### Signal wires on met1, run 1

Drawn at 3 px/µm. Supply wires on this layer in grey.
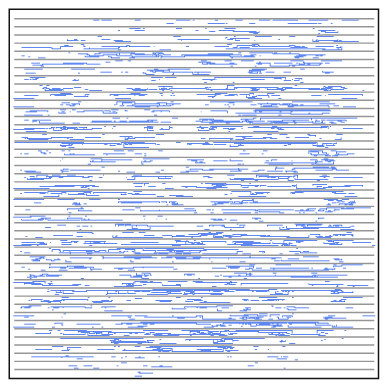
### M2 wires, run 1

Drawn at 2 px/µm.
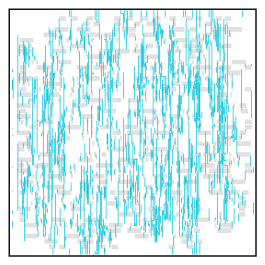
### The metal 3 layer, run 1

Drawn at 3 px/µm.
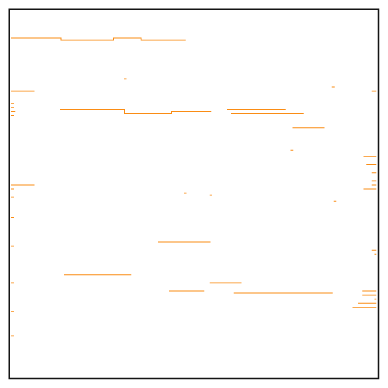
==> src/rtl/imem_loader_pkg.sv <==
// Shared definitions for the instruction-memory loader: FSM states and
// framing constants.
package imem_loader_pkg;

   localparam int unsigned LEN_WIDTH      = 16;
   localparam int unsigned BYTES_PER_WORD = 4;

   typedef enum logic [2:0] {
      S_LEN_HI,
      S_LEN_LO,
      S_DATA,
      S_CSUM,
      S_DONE,
      S_ERR
   } state_e;

endpackage

==> src/rtl/imem_loader_if.sv <==
// Byte-stream input, instruction-memory write port and CPU-hold status of
// the loader, bundled as one interface.
interface imem_loader_if #(
   parameter int unsigned ADDR_WIDTH = 10
);
   logic [7:0]            in_data;
   logic                  in_valid;
   logic                  in_ready;
   logic                  mem_we;
   logic [ADDR_WIDTH-1:0] mem_addr;
   logic [31:0]           mem_wdata;
   logic                  cpu_hold;
   logic                  done;
   logic                  error;
   logic [ADDR_WIDTH:0]   words_loaded;

   modport slave (
      input  in_data, in_valid,
      output in_ready, mem_we, mem_addr, mem_wdata,
             cpu_hold, done, error, words_loaded
   );

   modport master (
      output in_data, in_valid,
      input  in_ready, mem_we, mem_addr, mem_wdata,
             cpu_hold, done, error, words_loaded
   );
endinterface

==> src/rtl/imem_loader_word_assembler.sv <==
// Collects stream bytes into a big-endian 32-bit word; word_ready marks the
// byte that completes a word, with word already valid in that cycle.
module imem_loader_word_assembler
   import imem_loader_pkg::*;
(
   input  logic        clk,
   input  logic        rst,
   input  logic        byte_valid,
   input  logic [7:0]  byte_in,
   output logic [31:0] word,
   output logic        word_ready
);

   logic [1:0]  idx_q, idx_d;
   logic [23:0] shift_q, shift_d;

   always_comb begin
      idx_d      = idx_q;
      shift_d    = shift_q;
      word       = {shift_q, byte_in};
      word_ready = byte_valid && (idx_q == 2'(BYTES_PER_WORD - 1));
      if (byte_valid) begin
         shift_d = {shift_q[15:0], byte_in};
         idx_d   = idx_q + 2'd1;
      end
   end

   always_ff @(posedge clk) begin
      if (rst) begin
         idx_q   <= '0;
         shift_q <= '0;
      end else begin
         idx_q   <= idx_d;
         shift_q <= shift_d;
      end
   end

endmodule

==> src/rtl/imem_loader.sv <==
// Loads a framed, checksummed instruction image into instruction memory and
// holds the CPU in reset until the image is complete and verified.
module imem_loader
   import imem_loader_pkg::*;
#(
   parameter int unsigned ADDR_WIDTH = 10
) (
   input  logic         clk,
   input  logic         rst,
   imem_loader_if.slave bus
);

   localparam int unsigned DEPTH = 1 << ADDR_WIDTH;

   state_e                state_q, state_d;
   logic [LEN_WIDTH-1:0]  len_q, len_d;
   logic [ADDR_WIDTH:0]   words_q, words_d;
   logic [7:0]            csum_q, csum_d;
   logic                  mem_we_q, mem_we_d;
   logic [ADDR_WIDTH-1:0] mem_addr_q, mem_addr_d;
   logic [31:0]           mem_wdata_q, mem_wdata_d;

   logic                  in_ready;
   logic                  accept;
   logic                  data_fire;
   logic [LEN_WIDTH-1:0]  len_full;
   logic [ADDR_WIDTH:0]   words_inc;
   logic [31:0]           asm_word;
   logic                  asm_ready;

   assign in_ready  = !(state_q inside {S_DONE, S_ERR});
   assign accept    = bus.in_valid && in_ready;
   assign data_fire = accept && (state_q == S_DATA);
   assign len_full  = {len_q[LEN_WIDTH-1:8], bus.in_data};
   assign words_inc = words_q + 1'b1;

   imem_loader_word_assembler u_asm (
      .clk        (clk),
      .rst        (rst),
      .byte_valid (data_fire),
      .byte_in    (bus.in_data),
      .word       (asm_word),
      .word_ready (asm_ready)
   );

   always_comb begin
      state_d     = state_q;
      len_d       = len_q;
      words_d     = words_q;
      csum_d      = csum_q;
      mem_we_d    = 1'b0;
      mem_addr_d  = mem_addr_q;
      mem_wdata_d = mem_wdata_q;

      case (state_q)
         S_LEN_HI: begin
            if (accept) begin
               len_d[LEN_WIDTH-1:8] = bus.in_data;
               state_d              = S_LEN_LO;
            end
         end
         S_LEN_LO: begin
            // Oversized images are rejected here, before any write is issued.
            if (accept) begin
               len_d = len_full;
               if ({1'b0, len_full} > (LEN_WIDTH + 1)'(DEPTH)) begin
                  state_d = S_ERR;
               end else if (len_full == '0) begin
                  state_d = S_CSUM;
               end else begin
                  state_d = S_DATA;
               end
            end
         end
         S_DATA: begin
            if (accept) begin
               csum_d = csum_q ^ bus.in_data;
               if (asm_ready) begin
                  mem_we_d    = 1'b1;
                  mem_addr_d  = words_q[ADDR_WIDTH-1:0];
                  mem_wdata_d = asm_word;
                  words_d     = words_inc;
                  if (LEN_WIDTH'(words_inc) == len_q) begin
                     state_d = S_CSUM;
                  end
               end
            end
         end
         S_CSUM: begin
            if (accept) begin
               state_d = (bus.in_data == csum_q) ? S_DONE : S_ERR;
            end
         end
         default: ;
      endcase
   end

   always_ff @(posedge clk) begin
      if (rst) begin
         state_q     <= S_LEN_HI;
         len_q       <= '0;
         words_q     <= '0;
         csum_q      <= '0;
         mem_we_q    <= 1'b0;
         mem_addr_q  <= '0;
         mem_wdata_q <= '0;
      end else begin
         state_q     <= state_d;
         len_q       <= len_d;
         words_q     <= words_d;
         csum_q      <= csum_d;
         mem_we_q    <= mem_we_d;
         mem_addr_q  <= mem_addr_d;
         mem_wdata_q <= mem_wdata_d;
      end
   end

   assign bus.in_ready     = in_ready;
   assign bus.mem_we       = mem_we_q;
   assign bus.mem_addr     = mem_addr_q;
   assign bus.mem_wdata    = mem_wdata_q;
   assign bus.done         = (state_q == S_DONE);
   assign bus.error        = (state_q == S_ERR);
   assign bus.cpu_hold     = (state_q != S_DONE);
   assign bus.words_loaded = words_q;

endmodule

==> src/flat_wrapper.sv <==
// flat-port wrapper written by rule: the top's interface ports become plain ports
module imem_loader_flat import imem_loader_pkg::*;
#(
   parameter int unsigned ADDR_WIDTH = 10
)
  (clk, rst, bus_in_data, bus_in_valid, bus_in_ready, bus_mem_we, bus_mem_addr, bus_mem_wdata, bus_cpu_hold, bus_done, bus_error, bus_words_loaded);
  imem_loader_if #(.ADDR_WIDTH(ADDR_WIDTH)) bus_i ();
  input  logic clk;
  input  logic rst;
  input wire logic [$bits(bus_i.in_data)-1:0] bus_in_data;
  input wire logic [$bits(bus_i.in_valid)-1:0] bus_in_valid;
  output wire logic [$bits(bus_i.in_ready)-1:0] bus_in_ready;
  output wire logic [$bits(bus_i.mem_we)-1:0] bus_mem_we;
  output wire logic [$bits(bus_i.mem_addr)-1:0] bus_mem_addr;
  output wire logic [$bits(bus_i.mem_wdata)-1:0] bus_mem_wdata;
  output wire logic [$bits(bus_i.cpu_hold)-1:0] bus_cpu_hold;
  output wire logic [$bits(bus_i.done)-1:0] bus_done;
  output wire logic [$bits(bus_i.error)-1:0] bus_error;
  output wire logic [$bits(bus_i.words_loaded)-1:0] bus_words_loaded;
  assign bus_i.in_data = bus_in_data;
  assign bus_i.in_valid = bus_in_valid;
  assign bus_in_ready = bus_i.in_ready;
  assign bus_mem_we = bus_i.mem_we;
  assign bus_mem_addr = bus_i.mem_addr;
  assign bus_mem_wdata = bus_i.mem_wdata;
  assign bus_cpu_hold = bus_i.cpu_hold;
  assign bus_done = bus_i.done;
  assign bus_error = bus_i.error;
  assign bus_words_loaded = bus_i.words_loaded;
  imem_loader #(.ADDR_WIDTH(ADDR_WIDTH)) u_core (.clk(clk), .rst(rst), .bus(bus_i));
endmodule
==> config.mk <==
export PLATFORM = sky130hd
export DESIGN_NAME = imem_loader_flat
export DESIGN_NICKNAME = d
export VERILOG_FILES = /design/src/rtl/imem_loader_pkg.sv /design/src/rtl/imem_loader_if.sv /design/src/rtl/imem_loader_word_assembler.sv /design/src/rtl/imem_loader.sv /design/src/flat_wrapper.sv
export SDC_FILE = /design/constraint.sdc
export NUM_CORES = 1
export LEC_CHECK = 0
export ABC_AREA = 1
export CELL_PAD_IN_SITES_DETAIL_PLACEMENT = 1
export CELL_PAD_IN_SITES_GLOBAL_PLACEMENT = 2
export CORE_UTILIZATION = 32
export DETAILED_ROUTE_END_ITERATION = 10
export HOLD_SLACK_MARGIN = 0.12
export PLACE_DENSITY_LB_ADDON = 0.12
export SETUP_SLACK_MARGIN = 0.02
export SYNTH_ARGS = -nofsm -noshare
export SYNTH_HDL_FRONTEND = slang
export SYNTH_HIERARCHICAL = 1
export SYNTH_SLANG_ARGS = --single-unit
export TNS_END_PERCENT = 30
==> constraint.sdc <==
create_clock -name clk -period 5.43 [get_ports clk]
set_input_delay 1.086 -clock clk [delete_from_list [all_inputs] [get_ports clk]]
set_output_delay 1.086 -clock clk [all_outputs]
set_load 0.1 [all_outputs]
==> notes.md, run 1 <==
Implementation results.

The vertical die dimension is 123 µm. After the last flow step, the layout net total stands at between 700 and 800. The standard cell core area is 0.0140 mm².

The dominant cell by count in the synthesized netlist is sky130_fd_sc_hd__nor2_1. The number of max-capacitance violations reported is 0. Post-CTS repair ended up resizing 0 cells. The run finished with clean final reports. The clock latency of the later-clocked register in the worst-skew pair is 0.35 ns. The cell count in the Yosys report is 656. Once detail routing completed, the nets flagged for antenna violations numbered 0.

The deepest level of the CTS H-tree is 3. Counting every net in the synthesized netlist gives between 600 and 700. By area the synthesized netlist is led by sky130_fd_sc_hd__dfxtp_1 (46%), sky130_fd_sc_hd__nor2_1 (13%), sky130_fd_sc_hd__nand2_1 (8.8%). Per the cell usage report, the commonest logic cell in the layout is sky130_fd_sc_hd__nor2_1. The number of detailed-routing iterations run before antenna repair is 4. The number of synthesized register bits is approximately 110. Once layout is done, the placed cells without fillers occupy ~0.0057 mm². Counting instances in the post-synthesis netlist gives the leading cell types as sky130_fd_sc_hd__nor2_1 (158), sky130_fd_sc_hd__nand2_1 (109), sky130_fd_sc_hd__dfxtp_1 (107), sky130_fd_sc_hd__o21ai_0 (77), sky130_fd_sc_hd__inv_1 (64). The top cell types in the final layout, fill and taps aside, are sky130_fd_sc_hd__nor2_1 (158), sky130_fd_sc_hd__nand2_1 (109), sky130_fd_sc_hd__dfxtp_1 (107). The detailed-placement wirelength estimate is about 9000 µm. Static timing analysis puts the maximum clock frequency at just over 0.3 GHz. The setup slack at placement is 1.74 ns. For this design the total switching power over the nets is roughly 0.00044 W. For reference, the post-synthesis area per instance comes to roughly 7 µm². The count of unresolved DRC violations after routing is 0.

The worst setup path is captured at an output pin.
Back to the opening pictures, 'Signal wires on met1':
wire length on this layer: 5850 µm
longest straight run: 59.3 µm
share of all routed wire: 46%
nets with wire on the layer: 675
wire length reported by the detailed router: 12800 µm
detailed-route via count: 4214
GR met1 Demand/Resource: 0.219

Back to the opening pictures, 'M2 wires':
wire length on this layer: 6480 µm
longest straight run: 66.6 µm
share of all routed wire: 51%
main direction: vertical
nets with wire on the layer: 602
met2 Track Usage GR: 0.324

Back to the opening pictures, 'The metal 3 layer':
longest straight run: 32.7 µm
nets with wire on the layer: 34
share of all routed wire: 2.5%
main direction: horizontal
met3 track demand over resource: 0.0437

==> run 1: area by class of cell <==
class                      count  area, µm²
multi-input combinational    445       2030
sequential                   107       2140
clock buffer                  11        243
fill                        1744       8370
timing repair buffer          71        703
tap                          180        225
clock inverter                 4       75.1
inverter                      69        259
==> run 1: flip-flops by register name, indices dropped and copies added, names as in the netlist <==
name	flops
u_core/state_q	3
u_core/bus.mem_wdata	32
u_core/bus.words_loaded	11
u_core/bus.mem_we	1
u_core/u_asm/idx_q	2
u_core/csum_q	8
u_core/u_asm/shift_q	24
u_core/bus.mem_addr	10
u_core/len_q	16
==> run 1: per-layer routing <==
layer,track usage,vias up,share of wire
met1,0.219,2025,0.46
met5,0,-,0
met4,0.0541,0,0.013
met2,0.324,50,0.51
li1,-,2127,-
met3,0.0437,12,0.025
==> run 1: how the worst max path moves through the flow <==
| stage | from | to | slack [ns] | cells past startpoint |
|---|---|---|---|---|
| floorplan | u_core/state_q[1] | bus_cpu_hold | 0.89 | 4 |
| global placement | bus_in_valid | u_core/state_q[1] | 1.76 | 18 |
| detailed placement | bus_in_valid | u_core/state_q[1] | 1.74 | 18 |
| CTS | u_core/state_q[1] | bus_done | 2.12 | 4 |
| global route | bus_in_valid | u_core/state_q[1] | 1.93 | 18 |
| finish | u_core/state_q[1] | bus_done | 2.15 | 4 |
==> run 1: cells by family after synthesis <==
| kind of cell | after synthesis | share of synthesized area |
|---|---|---|
| AND-OR/OR-AND | 116 | 0.127 |
| XOR/XNOR | 10 | 0.0188 |
| adder cells (fa/ha/maj) | 2 | 0.00538 |
| buffers and inverters | 104 | 0.105 |
| flip-flops | 107 | 0.460 |
| AND/OR/NAND/NOR | 317 | 0.283 |
### Placed standard cells, run 1

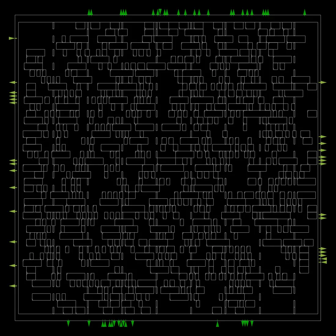

==> run 1 -> run 2 <==
--- a/config.mk
+++ b/config.mk
@@ -8,7 +8,7 @@
 export ABC_AREA = 1
 export CELL_PAD_IN_SITES_DETAIL_PLACEMENT = 1
 export CELL_PAD_IN_SITES_GLOBAL_PLACEMENT = 2
-export CORE_UTILIZATION = 32
+export CORE_UTILIZATION = 30
 export DETAILED_ROUTE_END_ITERATION = 10
 export HOLD_SLACK_MARGIN = 0.12
 export PLACE_DENSITY_LB_ADDON = 0.12
==> constraint.sdc (replaced) <==
create_clock -name clk -period 3.1 [get_ports clk]
set_input_delay 0.62 -clock clk [delete_from_list [all_inputs] [get_ports clk]]
set_output_delay 0.62 -clock clk [all_outputs]
set_load 0.1 [all_outputs]
### Placed standard cells, run 2

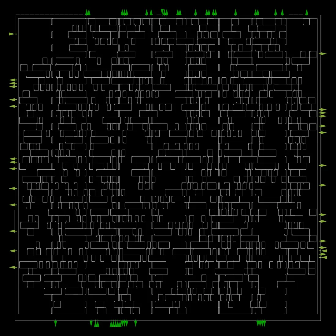
register share of the cell area: 0.382
number of standard cells in the final layout excluding fillers: 901
final core area utilization: 0.370

### M2 wires, run 2

Drawn at 2 px/µm.
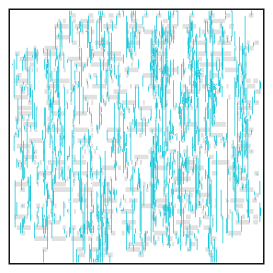
longest straight run: 47.6 µm
nets with wire on the layer: 591
share of all routed wire: 50%
wire length on this layer: 6560 µm
detailed-route via count: 4206
met2 Track Usage GR: 0.323
wire length reported by the detailed router: 13000 µm

### The metal 3 layer, run 2

Drawn at 3 px/µm.
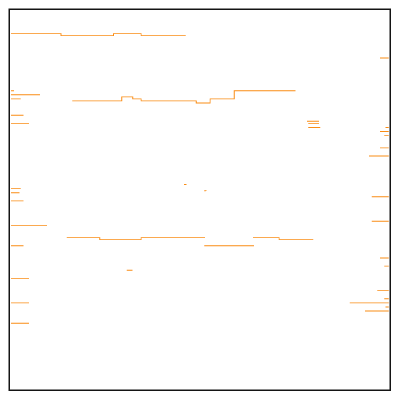
wire length on this layer: 360 µm
nets with wire on the layer: 33
met3 track demand over resource: 0.0418

==> notes.md, run 2 <==
Implementation results.

The number of max-capacitance violations reported is 0 (unchanged). The worst setup path endpoint is u_core/state_q[1] (was bus_done). The number of nets produced by synthesis is 669 (unchanged). The standard cell core area is 0.0151 mm² (was 0.0140 mm²). The post-route antenna net violation count is 0 (unchanged). The number of flip-flops in the largest register is 32 (unchanged). The setup slack at placement is 0.496 ns (was 1.74 ns).

Result of the run: complete, no violations (unchanged). The number of detailed-routing iterations run before antenna repair was 4 (unchanged). Top cells by count, synth: sky130_fd_sc_hd__nor2_1 (158), sky130_fd_sc_hd__nand2_1 (109), sky130_fd_sc_hd__dfxtp_1 (107), sky130_fd_sc_hd__o21ai_0 (77), sky130_fd_sc_hd__inv_1 (64) (unchanged).

The reg-to-reg critical path startpoint is u_core/bus.words_loaded[1] (was u_core/state_q[1]). The layer with the highest usage after global routing is met2 (unchanged). The post-CTS resize count is 0 (unchanged). The deepest level of the CTS H-tree is 3 (unchanged).

The final net count was 721 (was 716). The dominant cell by count in the synthesized netlist is sky130_fd_sc_hd__nor2_1 (unchanged). Most frequent cells in the layout: sky130_fd_sc_hd__nor2_1 (157), sky130_fd_sc_hd__nand2_1 (109), sky130_fd_sc_hd__dfxtp_1 (107) (was sky130_fd_sc_hd__nor2_1 (158), sky130_fd_sc_hd__nand2_1 (109), sky130_fd_sc_hd__dfxtp_1 (107)). The clock latency of the later-clocked register in the worst-skew pair came to 0.35 ns (about the same). RSZ-0062 raised after global routing: no (unchanged). The detailed-placement wirelength estimate is 8980 µm (was 8860 µm).

The maximum operating frequency is roughly 0.45 GHz. The time the worst path needs with I/O delays and setup is approximately 2.2 ns. The number of synthesized register bits came to 107 (unchanged). The critical path depth in cells is 18 (was 4). The most instantiated logic cell after routing is sky130_fd_sc_hd__nor2_1 (unchanged). The type of element capturing the critical path is a register (was output pin). The timing startpoint of the critical path was bus_in_valid (was u_core/state_q[1]).

The final max-slew violation count is 0 (unchanged). The count of unresolved DRC violations after routing was 0 (unchanged).
run 2: cell count changes in the layout (fill, tap and decap cells not counted):
cell                              before  now
sky130_fd_sc_hd__nor2_4                4    5
sky130_fd_sc_hd__bufinv_16             2    3
sky130_fd_sc_hd__clkinvlp_4            2    0
sky130_fd_sc_hd__inv_6                 0    1
sky130_fd_sc_hd__clkbuf_8              1    0
sky130_fd_sc_hd__clkinv_2              0    1
sky130_fd_sc_hd__buf_4                 3   66
sky130_fd_sc_hd__nor2_1              158  157
sky130_fd_sc_hd__clkinv_4              0    1
sky130_fd_sc_hd__clkdlybuf4s50_1      68   10
run 2: layout make-up:
cell class                      instances  area, µm²
Multi-Input combinational cell        445       2030
Inverter                               69        259
Clock inverter                          6        113
Fill cell                            1878       9540
Clock buffer                           10        229
Timing Repair Buffer                   76        596
Sequential cell                       107       2140
Tap cell                              188        235
run 2: kinds of logic (layout without fill, tap and decap cells):
logic type / Yosys count / count (layout) / synth area share
AOI/OAI and AO/OA: 116 / 116 / 0.127
xor gates and xnor gates: 10 / 10 / 0.0188
buffers and inverters: 104 / 161 / 0.105
adders and majority gates: 2 / 2 / 0.00538
DFF: 107 / 107 / 0.460
and+or+nand+nor: 317 / 317 / 0.283
run 2: report_power, final:
group	switching (W)	internal (W)
logic	0.000218	0.000105
clock network	0.000537	0.000794
registers	0.0000447	0.00143
run 2: metal layers:
layer  part of all wire  routed length, µm  up-vias
met5                  0                  0        -
met4             0.0082                107        0
met3              0.028                359        8
met2               0.50               6560       45
met1               0.46               5990     2013
li1                   -                  -     2140
run 2: worst min-delay path: stages (launching register included):
cell and delay (ns):
sky130_fd_sc_hd__dfxtp_1 0.31, sky130_fd_sc_hd__inv_1 0.06, sky130_fd_sc_hd__a21oi_1 0.05
### Signal wires on met1, run 2

Drawn at 3 px/µm. Supply wires on this layer in grey.
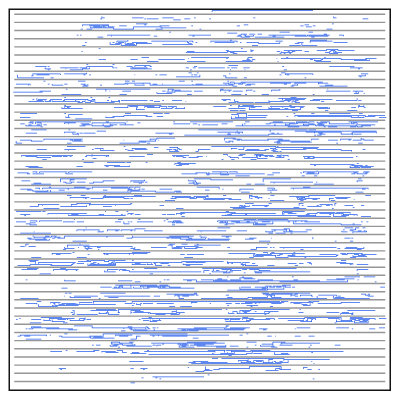

==> run 2 -> run 3 <==
==> constraint.sdc (replaced) <==
create_clock -name clk -period 2.3 [get_ports clk]
set_input_delay 0.46 -clock clk [delete_from_list [all_inputs] [get_ports clk]]
set_output_delay 0.46 -clock clk [all_outputs]
set_load 0.1 [all_outputs]
### Signal wires on met1, run 3

Drawn at 3 px/µm. Supply wires on this layer in grey.
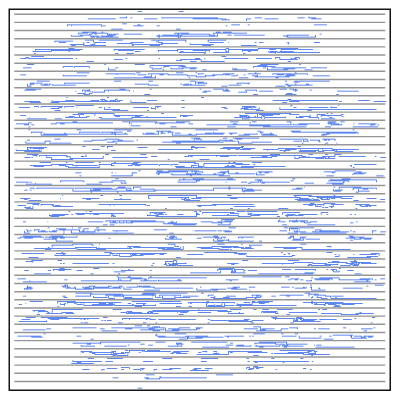
share of all routed wire: 45%
main direction: horizontal
nets with wire on the layer: 677
GR met1 Demand/Resource: 0.204
detailed-route via count: 4239
wire length reported by the detailed router: 13100 µm

### The metal 3 layer, run 3

Drawn at 3 px/µm.
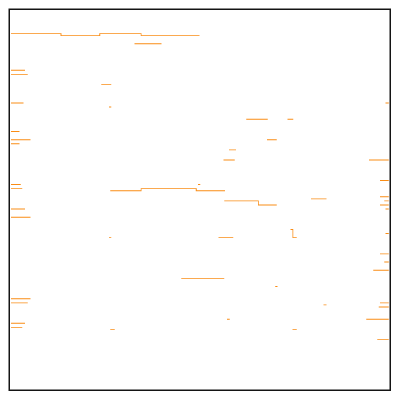
wire length on this layer: 288 µm
main direction: horizontal
nets with wire on the layer: 38
longest straight run: 19.3 µm
share of all routed wire: 2.2%
met3 track demand over resource: 0.0249

==> notes.md, run 3 <==
Implementation results.

The area fraction in compound gates is 0.127 (unchanged). The pin slew with the least headroom to its limit is 0.593 ns (was 0.819 ns). The standard cell core area came to 0.0151 mm² (unchanged).

The cell count in the Yosys report is 656 (unchanged). The final net count is 734 (was 721). The count of unresolved DRC violations after routing is 0 (unchanged). The adder-cell share of the synthesized area is 0.00538 (unchanged). The detailed-placement wirelength estimate is 9530 µm (was 8980 µm).

The number of synthesized register bits is 107 (unchanged). The type of element capturing the critical path is a register (unchanged). The clock latency of the later-clocked register in the worst-skew pair came to 0.36 ns (was 0.35 ns). Top cells by count, synth: sky130_fd_sc_hd__nor2_1 (158), sky130_fd_sc_hd__nand2_1 (109), sky130_fd_sc_hd__dfxtp_1 (107), sky130_fd_sc_hd__o21ai_0 (77), sky130_fd_sc_hd__inv_1 (64) (unchanged).

The starting DRC count in detailed routing is 134 (was 190). The number of inserted filler cells in the final layout is 1892 (was 1878). The number of detailed-routing iterations run before antenna repair is 4 (unchanged). In this build the clock could be raised as far as about 0.5 GHz.

The portion of netlist area occupied by mux cells is 0 (unchanged). RSZ-0062 raised after global routing: no (unchanged). The vertical die dimension came to 127 µm (unchanged). The area fraction in and, or, nand and nor cells is 0.283 (unchanged).

Result of the run: complete, no violations (unchanged). The average instance area after synthesis is 7.09 µm² (unchanged). The most instantiated logic cell after routing is sky130_fd_sc_hd__nor2_1 (unchanged).

The post-route antenna net violation count is 0 (unchanged). The final design utilization is 0.378 (was 0.370). The xor/xnor cell area share of the yosys netlist is 0.0188 (unchanged).

The all-layer global routing usage is 0.174 (was 0.177). The largest family of logic cells by area is simple AND/OR/NAND/NOR gates (unchanged). The critical-path maximum fanout is 2 (was 3).

The number of flip-flops in the largest register is 32 (unchanged). Top post-synthesis cells by area: sky130_fd_sc_hd__dfxtp_1 (46%), sky130_fd_sc_hd__nor2_1 (13%), sky130_fd_sc_hd__nand2_1 (8.8%) (unchanged). The number of nets produced by synthesis is 669 (unchanged).

Most frequent cells in the layout: sky130_fd_sc_hd__nor2_1 (156), sky130_fd_sc_hd__nand2_1 (108), sky130_fd_sc_hd__dfxtp_1 (102) (was sky130_fd_sc_hd__nor2_1 (157), sky130_fd_sc_hd__nand2_1 (109), sky130_fd_sc_hd__dfxtp_1 (107)). The deepest level of the CTS H-tree is 3 (unchanged). The non-filler instance count after layout came to 914 (was 901). The time the worst path needs with I/O delays and setup is between 1.5 and 2 ns.
### M2 wires, run 3

Drawn at 2 px/µm.
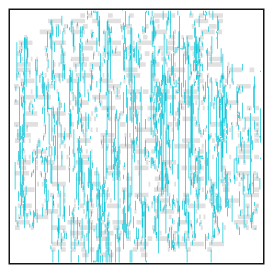
share of all routed wire: 50%
nets with wire on the layer: 602
longest straight run: 64.3 µm
wire length on this layer: 6540 µm
main direction: vertical
met2 Track Usage GR: 0.310

## run 3: power breakdown
group / internal, W / switching [W] / leakage (nW)
Combinational: 0.000163 / 0.000304 / 1.60
Clock: 0.000753 / 0.000766 / 0.134
Sequential: 0.00193 / 0.0000642 / 0.869
Total: 0.00285 / 0.00113 / 2.60
## run 3: cell type report
type | instances | area (µm²) | area share
Timing Repair Buffer | 89 | 743 | 0.130
Tap cell | 188 | 235 | 0.0410
Inverter | 69 | 265 | 0.0463
Multi-Input combinational cell | 445 | 2050 | 0.358
Sequential cell | 107 | 2150 | 0.375
Clock inverter | 7 | 61.3 | 0.0107
Clock buffer | 9 | 225 | 0.0393
## run 3: per-layer routing
layer	vias to the layer above	GRT usage	wire, µm	share of wire
met5	-	0	0	0
met4	0	0.0829	381	0.029
met3	18	0.0249	287	0.022
met2	56	0.310	6540	0.50
met1	1996	0.204	5930	0.45
li1	2169	-	-	-
## run 3: metrics by stage
stage               TNS, ns  hold slack (ns)  cell area [µm²]  setup slack, ns
finish                    0            0.476             5730            0.310
global route              0            0.505             5730            0.117
CTS                       0            0.479             5730            0.326
detailed placement  -0.0263            0.467             5440          -0.0263
global placement    -0.0569            0.451             5440          -0.0569
floorplan                 0            0.444             4690           0.0106
## run 3: path summary, 6_finish.rpt
path,depth (start not counted),startpoint,to
worst max-delay path,9,bus_in_data[4],u_core/state_q[0]
worst min-delay path,2,u_core/len_q[0],u_core/len_q[0]
worst max register to register,18,u_core/state_q[1],u_core/state_q[0]
worst min register to register,2,u_core/len_q[0],u_core/len_q[0]
## run 3: worst min-delay path, stage by stage (launching register included)
cell and delay [ns]:
sky130_fd_sc_hd__dfxtp_1 0.32, sky130_fd_sc_hd__inv_1 0.06, sky130_fd_sc_hd__a21oi_1 0.05
No activity file was given, so power comes from the tool's default toggle rates.
